[src/rtl/xy_seq_gen.sv]
// Pattern-driven X/Y symbol generator with Z-hit counting for exercising a receiving FSM.
// Build option: define XY_SEQ_GEN_LOOP_EN to let LOOP repeat the pattern until ABORT.
module xy_seq_gen #(
  parameter int AW = 4,
  parameter int CW = 8
) (
  input  logic          CLK,
  input  logic          RST,
  input  logic          WE,
  input  logic [AW-1:0] WADDR,
  input  logic [1:0]    WDATA,
  input  logic [AW-1:0] LEN,
  input  logic          START,
  input  logic          ABORT,
  input  logic          LOOP,
  input  logic          Z,
  output logic          X,
  output logic          Y,
  output logic          BUSY,
  output logic          DONE,
  output logic [CW-1:0] ZCNT
);

  typedef enum logic [1:0] {IDLE, RUN, FIN} state_t;

  state_t        state_q;
  logic [1:0]    mem_q [2**AW];
  logic [AW-1:0] idx_q, len_q;
  logic          loop_q;
  logic [1:0]    xy_q;
  logic          busy_q, done_q;
  logic [CW-1:0] zcnt_q;

  logic [AW-1:0] idx_d;
  logic [1:0]    sym0_d;
  logic          loop_d;
  logic [CW-1:0] zcnt_d;

`ifdef XY_SEQ_GEN_LOOP_EN
  assign loop_d = LOOP;
`else
  // Port kept for a stable interface; looping is compiled out.
  assign loop_d = LOOP & 1'b0;
`endif

  // A write landing on address 0 alongside START is forwarded as the first symbol.
  assign sym0_d = (WE && WADDR == '0) ? WDATA : mem_q[0];
  assign idx_d  = (idx_q == len_q) ? '0 : idx_q + AW'(1);
  assign zcnt_d = (busy_q && Z && zcnt_q != '1) ? zcnt_q + CW'(1) : zcnt_q;

  // Pattern memory has no reset so contents survive RST.
  always_ff @(posedge CLK) begin
    if (!RST && WE && state_q == IDLE) mem_q[WADDR] <= WDATA;
  end

  always_ff @(posedge CLK) begin
    if (RST) begin
      state_q <= IDLE;
      idx_q   <= '0;
      len_q   <= '0;
      loop_q  <= 1'b0;
      xy_q    <= '0;
      busy_q  <= 1'b0;
      done_q  <= 1'b0;
      zcnt_q  <= '0;
    end else begin
      zcnt_q <= zcnt_d;
      done_q <= 1'b0;
      case (state_q)
        IDLE: if (START) begin
          state_q <= RUN;
          len_q   <= LEN;
          loop_q  <= loop_d;
          idx_q   <= '0;
          xy_q    <= sym0_d;
          busy_q  <= 1'b1;
          zcnt_q  <= '0;
        end
        RUN: begin
          if (ABORT) begin
            state_q <= IDLE;
            xy_q    <= '0;
            busy_q  <= 1'b0;
          end else if (idx_q == len_q && !loop_q) begin
            state_q <= FIN;
            xy_q    <= '0;
            busy_q  <= 1'b0;
            done_q  <= 1'b1;
          end else begin
            idx_q <= idx_d;
            xy_q  <= mem_q[idx_d];
          end
        end
        FIN:     state_q <= IDLE;
        default: state_q <= IDLE;
      endcase
    end
  end

  assign X    = xy_q[1];
  assign Y    = xy_q[0];
  assign BUSY = busy_q;
  assign DONE = done_q;
  assign ZCNT = zcnt_q;

endmodule

[config.mk]
export PLATFORM = sky130hd
export DESIGN_NAME = xy_seq_gen
export DESIGN_NICKNAME = d
export VERILOG_FILES = /design/src/rtl/xy_seq_gen.sv
export SDC_FILE = /design/constraint.sdc
export NUM_CORES = 1
export LEC_CHECK = 0
export ABC_AREA = 1
export CAP_MARGIN = 20
export CORE_ASPECT_RATIO = 0.6
export CORE_MARGIN = 1.5
export CORE_UTILIZATION = 55
export DETAILED_ROUTE_END_ITERATION = 8
export PLACE_DENSITY = 0.78
export SYNTH_ARGS = -nofsm -noshare
export SYNTH_HDL_FRONTEND = slang
export SYNTH_SLANG_ARGS = --single-unit
export TNS_END_PERCENT = 100
[constraint.sdc]
create_clock -name CLK -period 2.04 [get_ports CLK]
set_input_delay 0.408 -clock CLK [delete_from_list [all_inputs] [get_ports CLK]]
set_output_delay 0.408 -clock CLK [all_outputs]
set_load 0.05 [all_outputs]
==> run_1/m1.png <==
Scale bar: 20 µm. Supply wires on this layer in grey.
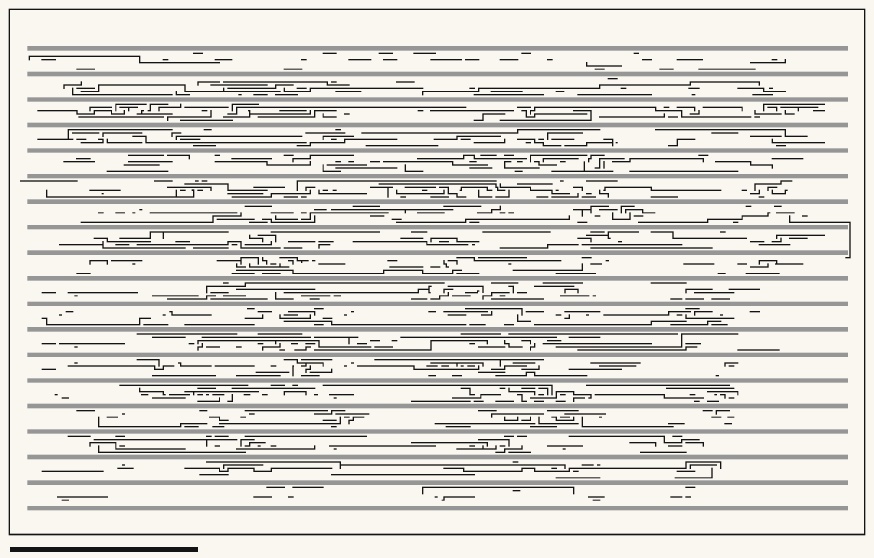
The layer holds 48% of the routed length. The layer carries 2640 µm of wire. The longest straight run is 24.4 µm. The wires run mostly horizontal. 331 nets have wire on it.

==> run_1/m2.png <==
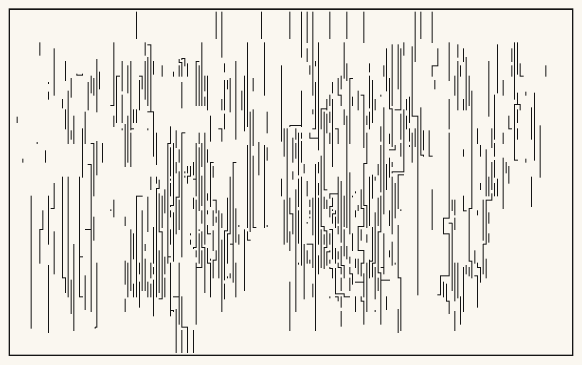
The layer holds 44% of the routed length. 287 nets have wire on it. The layer carries 2420 µm of wire. The longest straight run is 28.9 µm.

==> results_slide.txt, run 1 <==
Synthesis and Place & Route Summary

Route
  • Number of DRC violations after detailed routing: 0
  • Highest metal layer with signal wires: met4
  • Number of nets with antenna violations after routing: 0
  • Wire length on met1: 2640 µm
  • Detailed-router iteration count before antenna repair: 5
  • Total Wirelength: 5530 µm
  • Routed wl met2: 2420 µm
  • Violation count after the first detailed-routing iteration: 145
  • Average wire per cell in the routed design: 14.0 µm
  • DR vias: 2108

Yosys
  • Proportion of synthesized area in mux cells: 0%
  • Warning count from the yosys run: 0
  • Library cells used by synthesis: 30
  • Number of instances in the synthesized netlist: 295
  • Yosys top cell by area: edfxtp_1
  • Yosys cell count: 295
  • Adder Share, Synth: 0.980%
  • Post-Synth AOI/OAI Area: 7.11%
  • Synthesized-area fraction occupied by xor and xnor cells: 1.37%
  • Number of synthesized register bits: 54
  • Commonest cells in the synthesized netlist: nand2_1, nand3_1, inv_1
  • Top-area cell share: 37.6%
  • Area of the mapped netlist: 2550 µm²
  • Fraction of registers with async set or reset after synthesis: 0%
  • Part of the Yosys area used for sequential elements: 54.9%
  • Comb area leader: simple AND/OR/NAND/NOR gates
  • Leading cell types by total area after synthesis: edfxtp_1, dfxtp_1, nand2_1, nand3_1, inv_1
  • Post-Syn Area per Cell: 8.65 µm²
  • Chip area estimate from yosys synthesis: 2550 µm²
  • Dominant register cell in the synthesized netlist: edfxtp_1
  • Post-synthesis share of cell area spent on and, or, nand and nor gates: 27.2%
  • Post-synth EDFFs: 32

Hold path
  • Kind of path behind the tightest hold check: register to register
  • Source of the worst hold timing path: len_q[1]
  • Worst Hold Path Cells: 2
  • Endpoint of the worst hold-timing path: len_q[1]

Finish
  • Flop area: 1400 µm²
  • Share of layout cells above drive strength 1: 9.85%
  • Share of the final layout cell area in multi-input gates: 30.9%
  • Finished Cell Area: 3030 µm²
  • Inverters: 40
  • Number of fill cells: 328
  • Diode count: 0
  • Leading cell kind: sequential cells
  • Multi-input gates: 195
  • Synth-to-layout area growth: 18.5%
  • Highest-count logic cell in the final layout: nand2_1
  • Core utilization of the finished layout: 70.7%
  • Nets: 353
  • Flip-flops: 54
  • Proportion of cell area occupied by registers: 46.3%
  • Top register by number of flip-flops: mem_q
  • Most numerous logic cells after layout: nand2_1, nand3_1, inv_1, nor2_1, edfxtp_1
  • Footprint of the multi-input gates: 936 µm²
  • Buffers outside the clock class: 38
  • Relative area of clock buffers and inverters in the final design: 3.64%
  • Non-clock buffers, area share: 11.7%
  • Count of clock buffers in the final design: 6
  • Largest register FFs: 32

Worst setup path
  • CP startpoint: ZCNT[0]
  • Required time of the critical path: 1.63 ns
  • Worst r2r dst: xy_q[1]
  • Arr. time, crit path: 1.57 ns
  • Element type at the critical path end: output pin
  • Register-to-Register Setup Slack: 0.22 ns
  • Cell with the largest stage delay on the worst path: clkdlybuf4s50_1
  • CP delay by family, top: buffers and inverters
  • Kind of start point of the critical path: register
  • Worst R2R Start: idx_q[0]
  • Number of cells on the critical path: 1
  • Worst Path Max Fanout: 5
  • Count of buffer and inverter cells on the critical path: 1
  • Worst-path cell chain: clkdlybuf4s50_1
  • Category of the critical setup timing path: register to output pin
  • Worst Reg2Reg Path Length in Cells: 9
  • Crit-path max cell delay: 0.83 ns
  • Critical Path Sink: ZCNT[0]

Timing
  • Fin worst setup slack: 0.0668 ns
  • RSZ-0062 raised after global routing: false
  • Worst-Margin Slew: 0.493 ns
  • Final setup violating endpoints: 0
  • Worst setup skew after layout: 0.00950 ns
  • Number of pins exceeding their max-slew limit in the final report: 0
  • Post-layout period usage: 96.7%
  • Shortest period the worst path allows: 1.97 ns
  • Minimum hold slack: 0.475 ns

CTS
  • Clock root buffer master: clkbuf_8
  • Number of buffers between clock root and the deepest sink: 2
  • Insertion delay at the late pin of the worst-skew pair: 0.31 ns
  • CTS tree: done
  • Cts bufs inserted: 5
  • H-tree levels: 2
  • Clock slew at the register clock pins of the worst setup and hold paths: 0.10 ns
  • Post CTS Setup Buffer Count: 0
  • Number of gates resized after CTS: 0
  • Hold_buf cts: 0
  • Sink Count: 54

Floorplanning
  • Number of tap cells added at floorplan: 60
  • Core utilization at floorplan: 59.6%
  • Die extent in y: 55.8 µm
  • # IOs: 29
  • Overall chip area: 5070 µm²
  • Chip Width: 90.9 µm
  • Placeable Area: 4280 µm²
  • Placement Rows: 18

Placed design
  • Worst setup slack before clock tree synthesis: 0.0308 ns
  • Post-placement cell count: 384
  • Hpwl dp: 4010 µm
  • Total placed instance area: 2890 µm²
  • Final weighted congestion in routability-driven placement: 0.789
  • Port buffer count: 27

Global route
  • Number of antenna violations at the first check in global routing: 0
  • Met2 Usage GRT: 35.0%
  • Vias in the first global route: 1899
  • Total global routing track utilization: 23.9%
  • Largest net degree at the start of global routing: 20
  • Aggregate global routing overflow: 0

Power
  • Power Combinational: 0.417 mW
  • Leakage component of the power: 1.24 nW
  • Sequential cell power: 1.20 mW
  • Net Sw Frac: 27.5%
  • Total power consumption of the routed design: 2.33 mW
  • Worst vdd ir: 0.494 mV
  • Net switching component of the power: 0.641 mW
  • Share of power burned in the clock network: 30.6%
  • Power Clock: 0.712 mW
  • Power Density: 769 nW/µm²
  • Sequential cell fraction of total power: 51.5%
  • Internal Power: 1.69 mW
  • Max power group: registers

Job
  • Tally of max-capacitance violations: 0

Run status
  • Status: complete, no violations
==> run_1/m3.png <==
Scale bar: 20 µm.
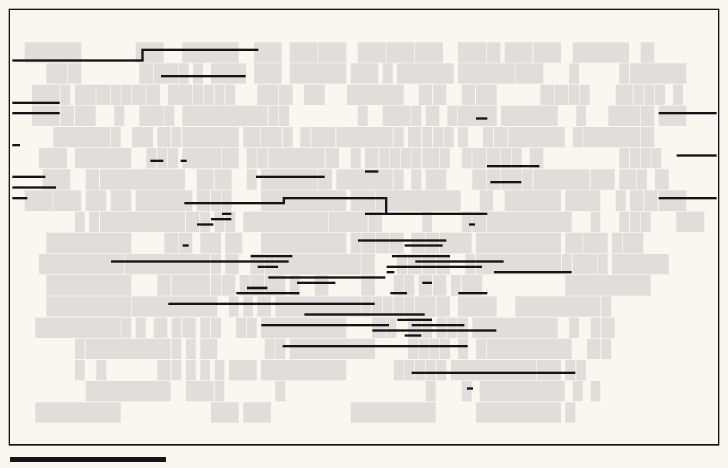
The wires run mostly horizontal. The layer holds 7.4% of the routed length. 40 nets have wire on it. The longest straight run is 26.2 µm.

==> run 2: changes to the inputs <==
--- a/config.mk
+++ b/config.mk
@@ -9,9 +9,8 @@
 export CAP_MARGIN = 20
 export CORE_ASPECT_RATIO = 0.6
 export CORE_MARGIN = 1.5
-export CORE_UTILIZATION = 55
+export CORE_UTILIZATION = 40
 export DETAILED_ROUTE_END_ITERATION = 8
-export PLACE_DENSITY = 0.78
 export SYNTH_ARGS = -nofsm -noshare
 export SYNTH_HDL_FRONTEND = slang
 export SYNTH_SLANG_ARGS = --single-unit
==> run_2/gates.png <==
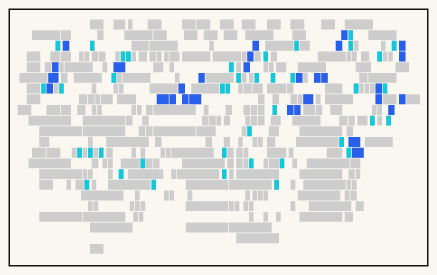
Key: cyan = inv cells [cells 40, most used inv_1]; blue = aoi and oai cells [cells 30, most used o21ai_0]

==> results_slide.txt, run 2 <==
Synthesis and Place & Route Summary

Floorplanning
  • Overall chip area: 6880 µm² (+36%)
  • # IOs: 29 (unchanged)
  • Chip Width: 106 µm (+17%)
  • Number of tap cells added at floorplan: 84 (+40%)
  • Placeable Area: 6140 µm² (+43%)
  • Placement Rows: 22 (+4)
  • Die extent in y: 64.9 µm (+16%)
  • Core utilization at floorplan: 41.6% (-18 points)

Hold path
  • Endpoint of the worst hold-timing path: ZCNT[7]
  • Kind of path behind the tightest hold check: register to register
  • Worst Hold Path Cells: 2 (unchanged)

Finish
  • Buffers outside the clock class: 38 (unchanged)
  • Most numerous logic cells after layout: nand2_1, nand3_1, inv_1, nor2_1, edfxtp_1
  • Proportion of cell area occupied by registers: 45.9% (-0.42 points)
  • Multi-input gates: 195 (unchanged)
  • Flop area: 1400 µm² (unchanged)
  • Top register by number of flip-flops: mem_q
  • Non-clock buffers, area share: 11.6% (-0.11 points)
  • Relative area of clock buffers and inverters in the final design: 3.52% (-0.11 points)
  • Leading cell kind: sequential cells
  • Highest-count logic cell in the final layout: nand2_1
  • Largest register FFs: 32 (unchanged)
  • Core utilization of the finished layout: 49.7% (-21 points)
  • Footprint of the multi-input gates: 936 µm² (unchanged)
  • Synth-to-layout area growth: 19.6%
  • Diode count: 0 (unchanged)
  • Flip-flops: 54 (unchanged)
  • Count of clock buffers in the final design: 6 (unchanged)
  • Nets: 353 (unchanged)
  • Share of layout cells above drive strength 1: 10.1% (+0.30 points)

Worst setup path
  • Worst-path cell chain: clkdlybuf4s50_1
  • Count of buffer and inverter cells on the critical path: 1 (unchanged)
  • Cell with the largest stage delay on the worst path: clkdlybuf4s50_1
  • Category of the critical setup timing path: register to output pin
  • Worst r2r dst: xy_q[0]
  • CP startpoint: ZCNT[2]
  • Arr. time, crit path: 1.58 ns (about the same)
  • CP delay by family, top: buffers and inverters
  • Worst Reg2Reg Path Length in Cells: 10 (+1)
  • Element type at the critical path end: output pin
  • Worst Path Max Fanout: 5 (unchanged)
  • Crit-path max cell delay: 0.83 ns (about the same)
  • Required time of the critical path: 1.63 ns (about the same)
  • Worst R2R Start: idx_q[0]
  • Critical Path Sink: ZCNT[2]

Timing
  • Final setup violating endpoints: 0 (unchanged)
  • Post-layout period usage: 97.4% (+0.67 points)
  • Number of pins exceeding their max-slew limit in the final report: 0 (unchanged)
  • Worst setup skew after layout: 0.00998 ns (+0.000482 ns)
  • Fin worst setup slack: 0.0530 ns (-0.0138 ns)
  • Worst-Margin Slew: 0.495 ns (+0.00177 ns)
  • Shortest period the worst path allows: 1.99 ns (+0.0138 ns)

Yosys
  • Commonest cells in the synthesized netlist: nand2_1, nand3_1, inv_1
  • Number of synthesized register bits: 54 (unchanged)
  • Fraction of registers with async set or reset after synthesis: 0% (unchanged)
  • Adder Share, Synth: 0.980% (unchanged)
  • Post-Synth AOI/OAI Area: 7.11% (unchanged)
  • Post-Syn Area per Cell: 8.65 µm² (unchanged)
  • Post-synth EDFFs: 32 (unchanged)
  • Warning count from the yosys run: 0 (unchanged)
  • Post-synthesis share of cell area spent on and, or, nand and nor gates: 27.2% (unchanged)
  • Proportion of synthesized area in mux cells: 0% (unchanged)
  • Comb area leader: simple AND/OR/NAND/NOR gates
  • Yosys top cell by area: edfxtp_1
  • Yosys cell count: 295 (unchanged)
  • Number of instances in the synthesized netlist: 295 (unchanged)
  • Leading cell types by total area after synthesis: edfxtp_1, dfxtp_1, nand2_1, nand3_1, inv_1
  • Top-area cell share: 37.6% (unchanged)

Run status
  • Status: complete, no violations

CTS
  • Post CTS Setup Buffer Count: 0 (unchanged)
  • Insertion delay at the late pin of the worst-skew pair: 0.31 ns (about the same)
  • CTS tree: done
  • Hold_buf cts: 0 (unchanged)
  • Clock root buffer master: clkbuf_8
  • Sink Count: 54 (unchanged)
  • Number of buffers between clock root and the deepest sink: 2 (unchanged)
  • Cts bufs inserted: 5 (unchanged)
  • Clock slew at the register clock pins of the worst setup and hold paths: 0.11 ns (about the same)
  • Number of gates resized after CTS: 0 (unchanged)

Route
  • DR vias: 1998 (-5.2%)
  • Wire length on met1: 2900 µm (+10%)
  • Detailed-router iteration count before antenna repair: 4 (-1)
  • Number of DRC violations after detailed routing: 0 (unchanged)
  • Average wire per cell in the routed design: 12.8 µm (-8.7%)
  • Total Wirelength: 5360 µm (-3.2%)
  • Violation count after the first detailed-routing iteration: 119 (-18%)

Global route
  • Aggregate global routing overflow: 0 (unchanged)
  • Vias in the first global route: 1818 (-4.3%)
  • Total global routing track utilization: 17.0% (-6.8 points)
  • Met2 Usage GRT: 23.5% (-11 points)

Placed design
  • Worst setup slack before clock tree synthesis: 0.0348 ns (+0.00394 ns)
  • Port buffer count: 27 (unchanged)
  • Post-placement cell count: 408 (+6.3%)
  • Final weighted congestion in routability-driven placement: 0.751 (-4.8%)
  • Hpwl dp: 4000 µm (about the same)

Power
  • Power Combinational: 0.408 mW (-2%)
  • Net Sw Frac: 28.3% (+0.79 points)
  • Worst vdd ir: 0.267 mV (-46%)
  • Share of power burned in the clock network: 29.7% (-0.9 points)
  • Internal Power: 1.64 mW (-2.9%)
  • Power Clock: 0.679 mW (-4.6%)
  • Total power consumption of the routed design: 2.29 mW (-1.8%)
==> run 3: changes to the inputs <==
--- a/config.mk
+++ b/config.mk
@@ -7,11 +7,14 @@
 export LEC_CHECK = 0
 export ABC_AREA = 1
 export CAP_MARGIN = 20
+export CELL_PAD_IN_SITES_DETAIL_PLACEMENT = 0
+export CELL_PAD_IN_SITES_GLOBAL_PLACEMENT = 1
 export CORE_ASPECT_RATIO = 0.6
 export CORE_MARGIN = 1.5
 export CORE_UTILIZATION = 40
 export DETAILED_ROUTE_END_ITERATION = 8
+export PLACE_DENSITY_LB_ADDON = 0.1
 export SYNTH_ARGS = -nofsm -noshare
 export SYNTH_HDL_FRONTEND = slang
 export SYNTH_SLANG_ARGS = --single-unit
-export TNS_END_PERCENT = 100
+export TNS_END_PERCENT = 20
==> run_3/m1.png <==
Scale bar: 20 µm. Supply wires on this layer in grey.
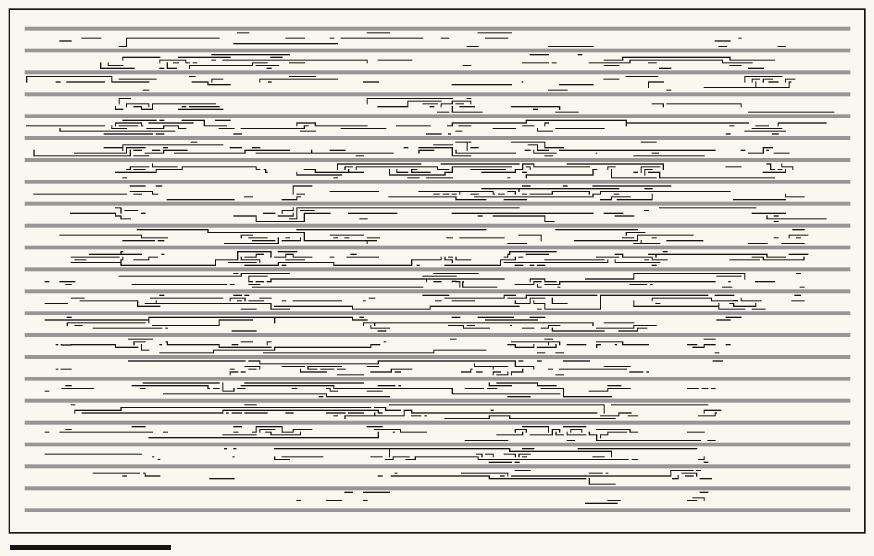
The layer carries 3000 µm of wire. The layer holds 55% of the routed length. The wires run mostly horizontal.

==> results_slide.txt, run 3 <==
Synthesis and Place & Route Summary

Run status
  • Status: complete, no violations

Floorplanning
  • Placement Rows: 22 (unchanged)
  • Core utilization at floorplan: 41.6% (unchanged)
  • Die extent in y: 64.9 µm (unchanged)
  • Overall chip area: 6880 µm² (unchanged)
  • # IOs: 29 (unchanged)
  • Placeable Area: 6140 µm² (unchanged)

CTS
  • Post CTS Setup Buffer Count: 0 (unchanged)
  • Number of buffers between clock root and the deepest sink: 2 (unchanged)
  • Clock slew at the register clock pins of the worst setup and hold paths: 0.10 ns (about the same)
  • Hold_buf cts: 0 (unchanged)
  • Cts bufs inserted: 5 (unchanged)
  • Insertion delay at the late pin of the worst-skew pair: 0.31 ns (about the same)
  • CTS tree: done

Yosys
  • Number of instances in the synthesized netlist: 295 (unchanged)
  • Yosys top cell by area: edfxtp_1
  • Proportion of synthesized area in mux cells: 0% (unchanged)
  • Post-Synth AOI/OAI Area: 7.11% (unchanged)
  • Fraction of registers with async set or reset after synthesis: 0% (unchanged)
  • Top-area cell share: 37.6% (unchanged)
  • Adder Share, Synth: 0.980% (unchanged)
  • Post-Syn Area per Cell: 8.65 µm² (unchanged)
  • Number of synthesized register bits: 54 (unchanged)
  • Yosys cell count: 295 (unchanged)

Worst setup path
  • Arr. time, crit path: 1.57 ns (about the same)
  • Count of buffer and inverter cells on the critical path: 1 (unchanged)
  • Category of the critical setup timing path: register to output pin
  • Crit-path max cell delay: 0.83 ns (about the same)
  • Worst Reg2Reg Path Length in Cells: 10 (unchanged)
  • Worst r2r dst: xy_q[1]
  • Worst-path cell chain: clkdlybuf4s50_1
  • Worst R2R Start: idx_q[0]
  • Worst Path Max Fanout: 5 (unchanged)
  • Element type at the critical path end: output pin

Finish
  • Leading cell kind: sequential cells
  • Share of layout cells above drive strength 1: 9.88% (-0.27 points)
  • Most numerous logic cells after layout: nand2_1, nand3_1, inv_1, nor2_1, edfxtp_1
  • Diode count: 0 (unchanged)
  • Largest register FFs: 32 (unchanged)
  • Multi-input gates: 195 (unchanged)
  • Highest-count logic cell in the final layout: nand2_1
  • Synth-to-layout area growth: 19.0%
  • Count of clock buffers in the final design: 5 (-1)
  • Top register by number of flip-flops: mem_q
  • Flip-flops: 54 (unchanged)
  • Core utilization of the finished layout: 49.5% (-0.24 points)
  • Proportion of cell area occupied by registers: 46.1% (+0.23 points)
  • Relative area of clock buffers and inverters in the final design: 2.97% (-0.56 points)

Global route
  • Total global routing track utilization: 17.6% (+0.58 points)
  • Vias in the first global route: 1826 (+0.44%)

Route
  • Number of DRC violations after detailed routing: 0 (unchanged)
  • Detailed-router iteration count before antenna repair: 4 (unchanged)
  • Wire length on met1: 3000 µm (+3.5%)
  • DR vias: 1970 (-1.4%)

Power
  • Power Clock: 0.592 mW (-13%)
  • Power Combinational: 0.417 mW (+2%)
  • Worst vdd ir: 0.290 mV (+8.7%)
  • Total power consumption of the routed design: 2.21 mW (-3.5%)
  • Internal Power: 1.56 mW (-4.6%)

Placed design
  • Worst setup slack before clock tree synthesis: 0.0850 ns (+0.0502 ns)
  • Final weighted congestion in routability-driven placement: 0.761 (+1.3%)
  • Port buffer count: 27 (unchanged)
  • Post-placement cell count: 410 (+0.49%)

Timing
  • Shortest period the worst path allows: 1.97 ns (-0.0137 ns)
  • Fin worst setup slack: 0.0668 ns (+0.0137 ns)
  • Worst-Margin Slew: 0.507 ns (+0.0119 ns)
  • Post-layout period usage: 96.7% (-0.67 points)
  • Number of pins exceeding their max-slew limit in the final report: 0 (unchanged)
  • Final setup violating endpoints: 0 (unchanged)
Power is estimated from default activity; no workload was simulated.
